===== src/rtl/rf_write_arbiter_pkg.sv =====
// rtl/rf_write_arbiter_pkg.sv - shared types and widths for the register-file write arbiter
package rf_write_arbiter_pkg;

    localparam int XLEN     = 32;
    localparam int RA_W     = 5;
    localparam int NUM_REGS = 32;

    typedef struct packed {
        logic [RA_W-1:0] addr;
        logic [XLEN-1:0] data;
    } wb_entry_t;

    typedef enum logic [1:0] {
        SEL_NONE,
        SEL_PIPE,
        SEL_FIFO,
        SEL_BYPASS
    } wb_sel_t;

endpackage


===== src/rtl/rf_wb_fifo.sv =====
// rtl/rf_wb_fifo.sv - small synchronous FIFO holding pending long-latency writebacks
module rf_wb_fifo
    import rf_write_arbiter_pkg::*;
#(
    parameter int DEPTH = 2
) (
    input  logic                     clk,
    input  logic                     rst,
    input  logic                     push,
    input  wb_entry_t                push_data,
    input  logic                     pop,
    output wb_entry_t                head,
    output logic                     full,
    output logic                     empty,
    output logic [$clog2(DEPTH):0]   count
);

    localparam int AW = $clog2(DEPTH);

    wb_entry_t       mem [DEPTH];
    logic [AW:0]     wr_ptr;
    logic [AW:0]     rd_ptr;

    // Extra pointer MSB distinguishes full from empty when the index bits match.
    assign empty = (wr_ptr == rd_ptr);
    assign full  = (wr_ptr[AW] != rd_ptr[AW]) && (wr_ptr[AW-1:0] == rd_ptr[AW-1:0]);
    assign count = wr_ptr - rd_ptr;
    assign head  = mem[rd_ptr[AW-1:0]];

    always_ff @(posedge clk or posedge rst) begin
        if (rst) begin
            wr_ptr <= '0;
            rd_ptr <= '0;
        end else begin
            if (push && !full)
                wr_ptr <= wr_ptr + 1'b1;
            if (pop && !empty)
                rd_ptr <= rd_ptr + 1'b1;
        end
    end

    always_ff @(posedge clk) begin
        if (push && !full)
            mem[wr_ptr[AW-1:0]] <= push_data;
    end

endmodule


===== src/rtl/rf_write_arbiter.sv =====
// rtl/rf_write_arbiter.sv - single write-port master merging pipeline and long-latency writebacks
module rf_write_arbiter
    import rf_write_arbiter_pkg::*;
#(
    parameter int FIFO_DEPTH = 2,
    parameter int STARVE_LIM = 4
) (
    input  logic                 clk,
    input  logic                 rst,
    input  logic                 pipe_wen,
    input  logic [RA_W-1:0]      pipe_waddr,
    input  logic [XLEN-1:0]      pipe_wdata,
    input  logic                 issue_valid,
    input  logic [RA_W-1:0]      issue_addr,
    input  logic                 lu_valid,
    output logic                 lu_ready,
    input  logic [RA_W-1:0]      lu_waddr,
    input  logic [XLEN-1:0]      lu_wdata,
    output logic                 regwrite,
    output logic [RA_W-1:0]      writereg_addr,
    output logic [XLEN-1:0]      writedata,
    output logic [NUM_REGS-1:0]  busy_mask,
    output logic                 stall_req
);

    localparam int CW = $clog2(FIFO_DEPTH);
    localparam int SW = $clog2(STARVE_LIM + 1);
    localparam logic [SW-1:0] STARVE_MAX = SW'(STARVE_LIM - 1);

    wb_entry_t          fifo_head;
    wb_entry_t          lu_entry;
    wb_entry_t          emit_entry;
    logic               fifo_full;
    logic               fifo_empty;
    logic [CW:0]        fifo_count;
    logic               fifo_push;
    logic               fifo_pop;
    logic               pipe_req;
    logic               lu_accept_nz;
    wb_sel_t            sel;
    logic [NUM_REGS-1:0] busy_nxt;
    logic [SW-1:0]      starve_cnt;

    assign lu_entry     = '{addr: lu_waddr, data: lu_wdata};
    assign lu_ready     = (32'(fifo_count) < FIFO_DEPTH);
    assign pipe_req     = pipe_wen && (pipe_waddr != '0);
    // x0 results still complete the handshake but are dropped here.
    assign lu_accept_nz = lu_valid && lu_ready && (lu_waddr != '0);

    always_comb begin
        sel = SEL_NONE;
        if (pipe_req)
            sel = SEL_PIPE;
        else if (!fifo_empty)
            sel = SEL_FIFO;
        else if (lu_accept_nz)
            sel = SEL_BYPASS;
    end

    assign fifo_pop   = (sel == SEL_FIFO);
    assign fifo_push  = lu_accept_nz && (sel != SEL_BYPASS) && !fifo_full;
    assign emit_entry = (sel == SEL_FIFO) ? fifo_head : lu_entry;

    always_comb begin
        busy_nxt = busy_mask;
        if (sel == SEL_FIFO || sel == SEL_BYPASS)
            busy_nxt[emit_entry.addr] = 1'b0;
        // Applied after the clear so a same-cycle re-issue keeps the bit set.
        if (issue_valid && issue_addr != '0)
            busy_nxt[issue_addr] = 1'b1;
    end

    rf_wb_fifo #(
        .DEPTH (FIFO_DEPTH)
    ) u_fifo (
        .clk       (clk),
        .rst       (rst),
        .push      (fifo_push),
        .push_data (lu_entry),
        .pop       (fifo_pop),
        .head      (fifo_head),
        .full      (fifo_full),
        .empty     (fifo_empty),
        .count     (fifo_count)
    );

    always_ff @(posedge clk or posedge rst) begin
        if (rst) begin
            regwrite      <= 1'b0;
            writereg_addr <= '0;
            writedata     <= '0;
            busy_mask     <= '0;
        end else begin
            busy_mask <= busy_nxt;
            case (sel)
                SEL_PIPE: begin
                    regwrite      <= 1'b1;
                    writereg_addr <= pipe_waddr;
                    writedata     <= pipe_wdata;
                end
                SEL_FIFO, SEL_BYPASS: begin
                    regwrite      <= 1'b1;
                    writereg_addr <= emit_entry.addr;
                    writedata     <= emit_entry.data;
                end
                default: regwrite <= 1'b0;
            endcase
        end
    end

    // Starvation: count cycles a queued result loses the slot to the pipe.
    always_ff @(posedge clk or posedge rst) begin
        if (rst) begin
            starve_cnt <= '0;
            stall_req  <= 1'b0;
        end else begin
            if (fifo_pop || fifo_empty)
                starve_cnt <= '0;
            else if (sel == SEL_PIPE && starve_cnt != STARVE_MAX)
                starve_cnt <= starve_cnt + 1'b1;

            if (fifo_pop)
                stall_req <= 1'b0;
            else if (starve_cnt == STARVE_MAX && !fifo_empty)
                stall_req <= 1'b1;
        end
    end

endmodule


===== config.mk =====
export PLATFORM = sky130hd
export DESIGN_NAME = rf_write_arbiter
export DESIGN_NICKNAME = d
export VERILOG_FILES = /design/src/rtl/rf_write_arbiter_pkg.sv /design/src/rtl/rf_wb_fifo.sv /design/src/rtl/rf_write_arbiter.sv
export SDC_FILE = /design/constraint.sdc
export NUM_CORES = 1
export LEC_CHECK = 0
export ABC_CLOCK_PERIOD_IN_PS = 4100
export CAP_MARGIN = 30
export CORE_ASPECT_RATIO = 0.7
export CORE_MARGIN = 2
export CORE_UTILIZATION = 35
export CTS_CLUSTER_SIZE = 12
export DETAILED_ROUTE_END_ITERATION = 10
export GPL_ROUTABILITY_DRIVEN = 0
export PLACE_DENSITY = 0.55
export SLEW_MARGIN = 20
export SYNTH_ARGS = -nofsm -noshare
export SYNTH_HDL_FRONTEND = slang
export SYNTH_SLANG_ARGS = --single-unit
export TNS_END_PERCENT = 30

===== constraint.sdc =====
create_clock -name clk -period 4.1 [get_ports clk]
set_input_delay 0.82 -clock clk [delete_from_list [all_inputs] [get_ports clk]]
set_output_delay 0.82 -clock clk [all_outputs]
set_load 0.02 [all_outputs]

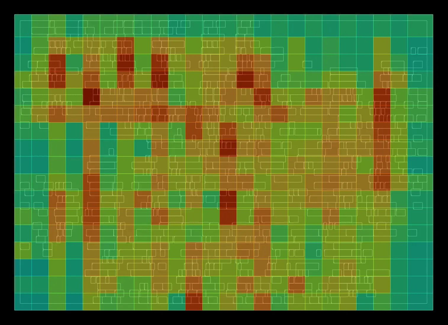
Fig. 1. Congestion heat map (run 1).
global routing met1 resource utilization: 28.1%
aggregate global-route resource usage: 19.2%

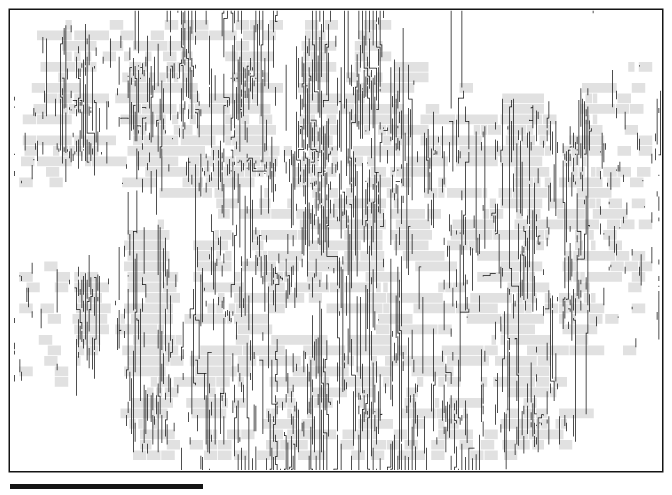
Fig. 2. The metal 2 layer (run 1).
Scale bar: 50 um. Cells faint in the background.
main direction: vertical
nets with wire on the layer: 681

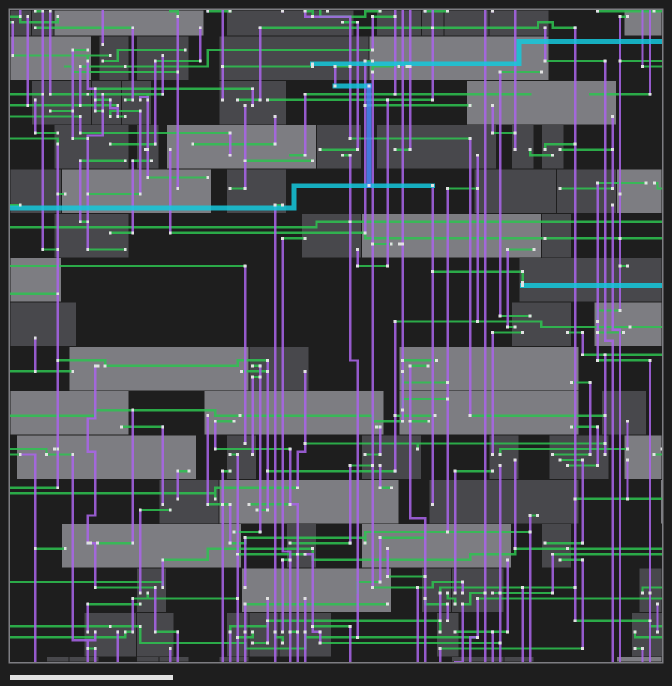
Fig. 3. A small window of the routed layout (run 1).
Scale bar: 10 um. Region (64, 16) to (104, 56) um. Cells in grey, sequential cells in the stronger grey; small squares are vias.
| colour | layer |
|---|---|
| cyan | M3 |
| blue | M4 |
| green | M1 |
| purple | M2 |
cells with their middle in the window: 65
sequential cells in the window: 17
netlist names of flops here include: u_fifo.mem (10), starve_cnt (3), writedata (2)
most frequent: edfxtp_1 (10), nor3_1 (7), dfrtp_1 (7)

==> run 1: kinds of logic (layout without fill, tap and decap cells) <==
group | count (synthesis) | count (layout)
and+or+nand+nor | 132 | 132
xor gates and xnor gates | 8 | 8
AOI/OAI and AO/OA | 182 | 182
muxes | 37 | 37
buffers and inverters | 38 | 208
other | 0 | 1
adders and majority gates | 3 | 3
DFF | 152 | 152
==> run 1: layer usage <==
| layer | part of all wire (%) | vias to the layer above | wire length, um |
|---|---|---|---|
| li1 | - | 2423 | - |
| met1 | 49 | 2643 | 9250 |
| met2 | 45 | 197 | 8440 |
| met3 | 5.6 | 16 | 1060 |
| met4 | 1.0 | 0 | 189 |
| met5 | 0 | - | 0 |
==> run 1: area by class of cell <==
type                    count  area [um^2]
diodes                      1         2.50
clock buffers              28          581
clock inverters             4         48.8
fillers                  1624         9620
inverters                   8         31.3
multi-input cells         362         2290
flip-flops and latches    152         4180
well taps                 242          303
repair buffers            168         1700
==> run 1: cells in the mapped netlist (2+ instances only) <==
master,n
dfrtp_1,78
o21ai_0,78
edfxtp_1,74
a21oi_1,40
nor3_1,38
mux2i_1,36
nor2_1,32
a221oi_1,20
nand2_1,19
o22ai_1,16
buf_2,14
a22oi_1,7
inv_1,7
clkbuf_1,6
nand3b_1,6
nand2b_1,5
nand3_1,5
nor2b_1,5
buf_6,4
o211ai_1,4
buf_4,3
ha_1,3
nand4b_1,3
o32ai_1,3
xnor2_1,3
xor2_1,3
a21o_1,2
a31oi_1,2
a32oi_1,2
and2_1,2
and3_1,2
and3b_1,2
buf_1,2
nand4_1,2
nor3b_1,2
o21a_1,2
or3b_2,2
==> run 1: worst max path at each step <==
stage / from / to / slack [ns] / cells after the start
floorplan: rst / busy_mask[0]$_DFF_PP0_ / 1.28 / 1
global placement: lu_waddr[4] / u_fifo.wr_ptr[1]$_DFFE_PP0P_ / 0.75 / 6
detailed placement: lu_waddr[4] / u_fifo.wr_ptr[1]$_DFFE_PP0P_ / 0.64 / 6
CTS: lu_waddr[4] / u_fifo.wr_ptr[1]$_DFFE_PP0P_ / 1.09 / 6
global route: pipe_waddr[3] / writedata[12]$_DFFE_PP0P_ / 1.05 / 7
finish: lu_waddr[4] / u_fifo.mem[0][21]$_DFFE_PP_ / 1.17 / 6
==> run 1: worst reg2reg max path: stages (launching register included) <==
cell and delay [ns]:
dfrtp_1 0.35, inv_1 0.08, ha_1 0.48, inv_1 0.37, nor2_2 0.48, and3_1 0.28, inv_2 0.28, o221a_2 0.35
==> run 1: power by group <==
group,internal [mW],switching (mW)
logic,1.45,2.12
clock network,1.03,0.591
registers,2.25,0.284
==> run 1: state kept, by name, summed over array words and instances (netlist names) <==
name and count:
writedata 32, stall_req 1, writereg_addr 5, u_fifo.mem 74, busy_mask 32, u_fifo.wr_ptr 2
u_fifo.rd_ptr 2, starve_cnt 3, regwrite 1
==> run 1: metrics by stage <==
stage,utilization [%],setup WS (ns),power (mW),cells
after CTS,48.3,1.09,7.73,961
after global routing,48.7,1.05,8.16,964
after global placement,44.9,0.751,5.99,928
after detailed placement,45.0,0.644,6.08,929
after floorplan,-,1.28,4.64,552
final,48.7,1.17,7.72,965
==> notes.org, run 1 <==
#+TITLE: Flow metrics

** Status
- Run status :: finished, final reports clean

** Critical path
- Worst flop-to-flop path endpoint :: writereg_addr[0]$_DFFE_PP0P_
- The worst-case reg-to-reg setup slack stands at 1.31 ns.

** Die
- Die height :: about 120 um
- In the floorplan report the effective utilization is a little over a third.

** Hold path
- Start point of the worst min-delay path :: writedata[25]$_DFFE_PP0P_

** Yosys
- Top-area cell share :: about a third
- Per the post-synthesis report, the number of cells in the design is 552.
- After Yosys synthesis, XOR and XNOR cells account for about 1.4% of the synthesized area.
- In the post-synthesis netlist, the biggest area contributors are edfxtp_1, dfrtp_1, o21ai_0, mux2i_1, a21oi_1.
- Fraction of registers with async set or reset after synthesis :: 51.3%
- Yosys cell count :: roughly 550

** Layout
- In this run the layout overhead on the synthesized area is reported as 37.1%.

** GRT
- Routing resource usage on met3 recorded by global route was under 10%.
- The first global-routing pass estimated just under 30 mm of wire.
- Vias in the first global route :: roughly 5200

** Detailed routing
- DRT iter0 DRCs :: between 400 and 500
- Drc violations :: 0

** STA
- The clock period could shrink to 2.93 ns.

** Power
- Worst voltage drop across the vdd grid :: 0.385 mV
==> run 2, diff against run 1 <==
--- a/config.mk
+++ b/config.mk
@@ -5,7 +5,7 @@
 export SDC_FILE = /design/constraint.sdc
 export NUM_CORES = 1
 export LEC_CHECK = 0
-export ABC_CLOCK_PERIOD_IN_PS = 4100
+export ABC_CLOCK_PERIOD_IN_PS = 2700
 export CAP_MARGIN = 30
 export CORE_ASPECT_RATIO = 0.7
 export CORE_MARGIN = 2
==> constraint.sdc (replaced) <==
create_clock -name clk -period 2.7 [get_ports clk]
set_input_delay 0.54 -clock clk [delete_from_list [all_inputs] [get_ports clk]]
set_output_delay 0.54 -clock clk [all_outputs]
set_load 0.02 [all_outputs]
==> notes.org, run 2 <==
#+TITLE: Flow metrics

** Status
- Run status :: finished, final reports clean

** Die
- Starting density of the core :: between 30 and 40%
- From bottom edge to top edge, the die measures 119 um.

** Yosys
- Post-synth tally of flip-flops with integrated enable :: 74
- Commonest cells in the netlist :: dfrtp_1, o21ai_0, edfxtp_1
- Counting every instance in the synthesized netlist gives roughly 550.
- In the Yosys report the total cell count is roughly 550.

** Layout
- Area Overhead vs Synth :: 40.2%
- The finished cells cover 9340 um^2.
- Fill cells in the final layout number 1644.

** GRT
- First-pass GRT wire length :: approximately 31 mm
- Initial antenna violation count :: 1
- Vias in the first global route :: 5375
- Summed over all routing layers, the global router reports a total usage of 19.9%.

** CTS
- Clock sinks :: roughly 150
- Post-CTS timing repair inserted 0 buffers for setup.

** Critical path
- The critical path is of the flop to primary output type.
- Internal reg-to-reg setup slack :: 0.38 ns
- Worst flop-to-flop path endpoint :: busy_mask[29]$_DFF_PP0_

** Placement
- Pre-CTS setup slack :: -0.307 ns

** Detailed routing
- The script parses the final routing iteration and logs DRC violations as 0.
- For this run, the detailed router reports a per-instance via density of between 5 and 6.
- DRT iter0 DRCs :: 395

** Power
- In this run the VDD rail shows a maximum IR drop of around 0.48 mV.

** STA
- Setup slack closes at around 0.15 ns.
- Counting I/O delays and the setup requirement, the final critical path takes 2.55 ns.
## run 2: netlist changes by cell type in the layout (fill, tap and decap cells not counted), sizes merged
cell,change
clkbuf,-6
inv,+5
clkinv,-1
clkinvlp,+3
buf,+27
## run 2: layout make-up
| cell class | instances | area (um^2) | share of cell area (%) |
|---|---|---|---|
| multi-input cells | 362 | 2290 | 24.6 |
| clock buffers | 21 | 470 | 5.03 |
| flip-flops and latches | 152 | 4180 | 44.7 |
| clock inverters | 11 | 110 | 1.18 |
| well taps | 242 | 303 | 3.24 |
| repair buffers | 196 | 1960 | 20.9 |
| diodes | 1 | 2.50 | 0.0268 |
| inverters | 8 | 31.3 | 0.335 |
## run 2: per-stage QoR
stage                     instances  total power, mW  util (%)  hold slack [ns]
after floorplan                 552             7.04         -            0.530
after global placement          959             9.50      46.7            0.463
after detailed placement        959             9.61      46.7            0.482
after CTS                       991             12.0      49.8            0.496
after global routing            992             12.6      49.8            0.509
final                           993             11.9      49.8            0.491
## run 2: worst max path at each step
| stage | from | endpoint | slack (ns) | cells after the start |
|---|---|---|---|---|
| floorplan | u_fifo.rd_ptr[0]$_DFFE_PP0P_ | u_fifo.mem[0][0]$_DFFE_PP_ | 0.0005 | 5 |
| global placement | lu_waddr[4] | busy_mask[4]$_DFF_PP0_ | -0.37 | 7 |
| detailed placement | lu_waddr[4] | busy_mask[26]$_DFF_PP0_ | -0.31 | 6 |
| CTS | lu_waddr[4] | busy_mask[4]$_DFF_PP0_ | 0.14 | 7 |
| global route | u_fifo.rd_ptr[1]$_DFFE_PP0P_ | lu_ready | 0.1 | 2 |
| finish | u_fifo.rd_ptr[1]$_DFFE_PP0P_ | lu_ready | 0.15 | 2 |
## run 2: cells by family after synthesis
group / after synthesis / share of synthesized area, %
compound gates: 182 / 16.4
flops: 152 / 62.6
simple gates: 132 / 10.4
buf+inv: 38 / 3.04
mux: 37 / 5.58
xor+xnor: 8 / 1.37
fa+ha+maj: 3 / 0.563
## run 2: metal layers
layer | global-route usage, % | vias to the layer above | share of wire [%]
met2 | 29.2 | 188 | 43
met1 | 29.5 | 2638 | 49
met3 | 5.52 | 11 | 6.5
li1 | - | 2487 | -
met5 | 0 | - | 0
met4 | 4.20 | 0 | 0.86
## run 2: power breakdown
part	internal [mW]	switching (mW)
Sequential	3.41	0.436
Clock	1.36	0.988
Combinational	2.45	3.28
Total	7.22	4.70
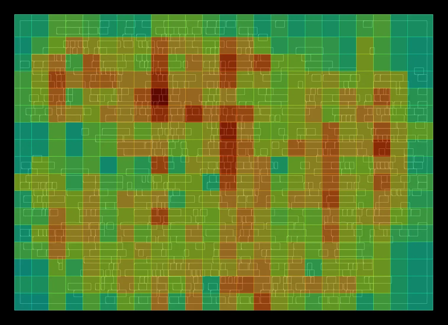
Fig. 4. Congestion heat map (run 2).
met3 layer usage reported by global route: 5.52%
layer with the highest usage: met1

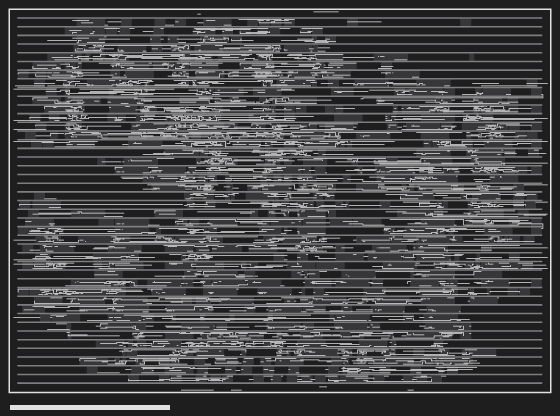
Fig. 5. M1 wires (run 2).
Scale bar: 50 um. Supply wires on this layer in grey. Cells faint in the background.
main direction: horizontal
wire length on this layer: 9560 um
nets with wire on the layer: 757
share of all routed wire: 49%

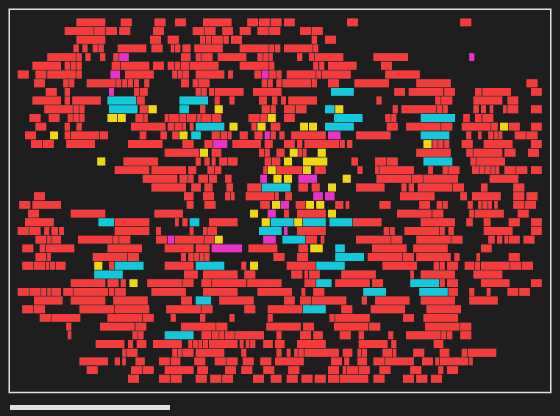
Fig. 6. Sizing map (run 2).
Scale bar: 50 um.
| colour | size | cells | share |
|---|---|---|---|
| cyan | x6 and larger | 34 | 4.5% |
| yellow | x3 and x4 | 38 | 5.1% |
| magenta | x2 | 18 | 2.4% |
| red | x1 and smaller | 660 | 88% |

Power and IR drop assume default switching activity.
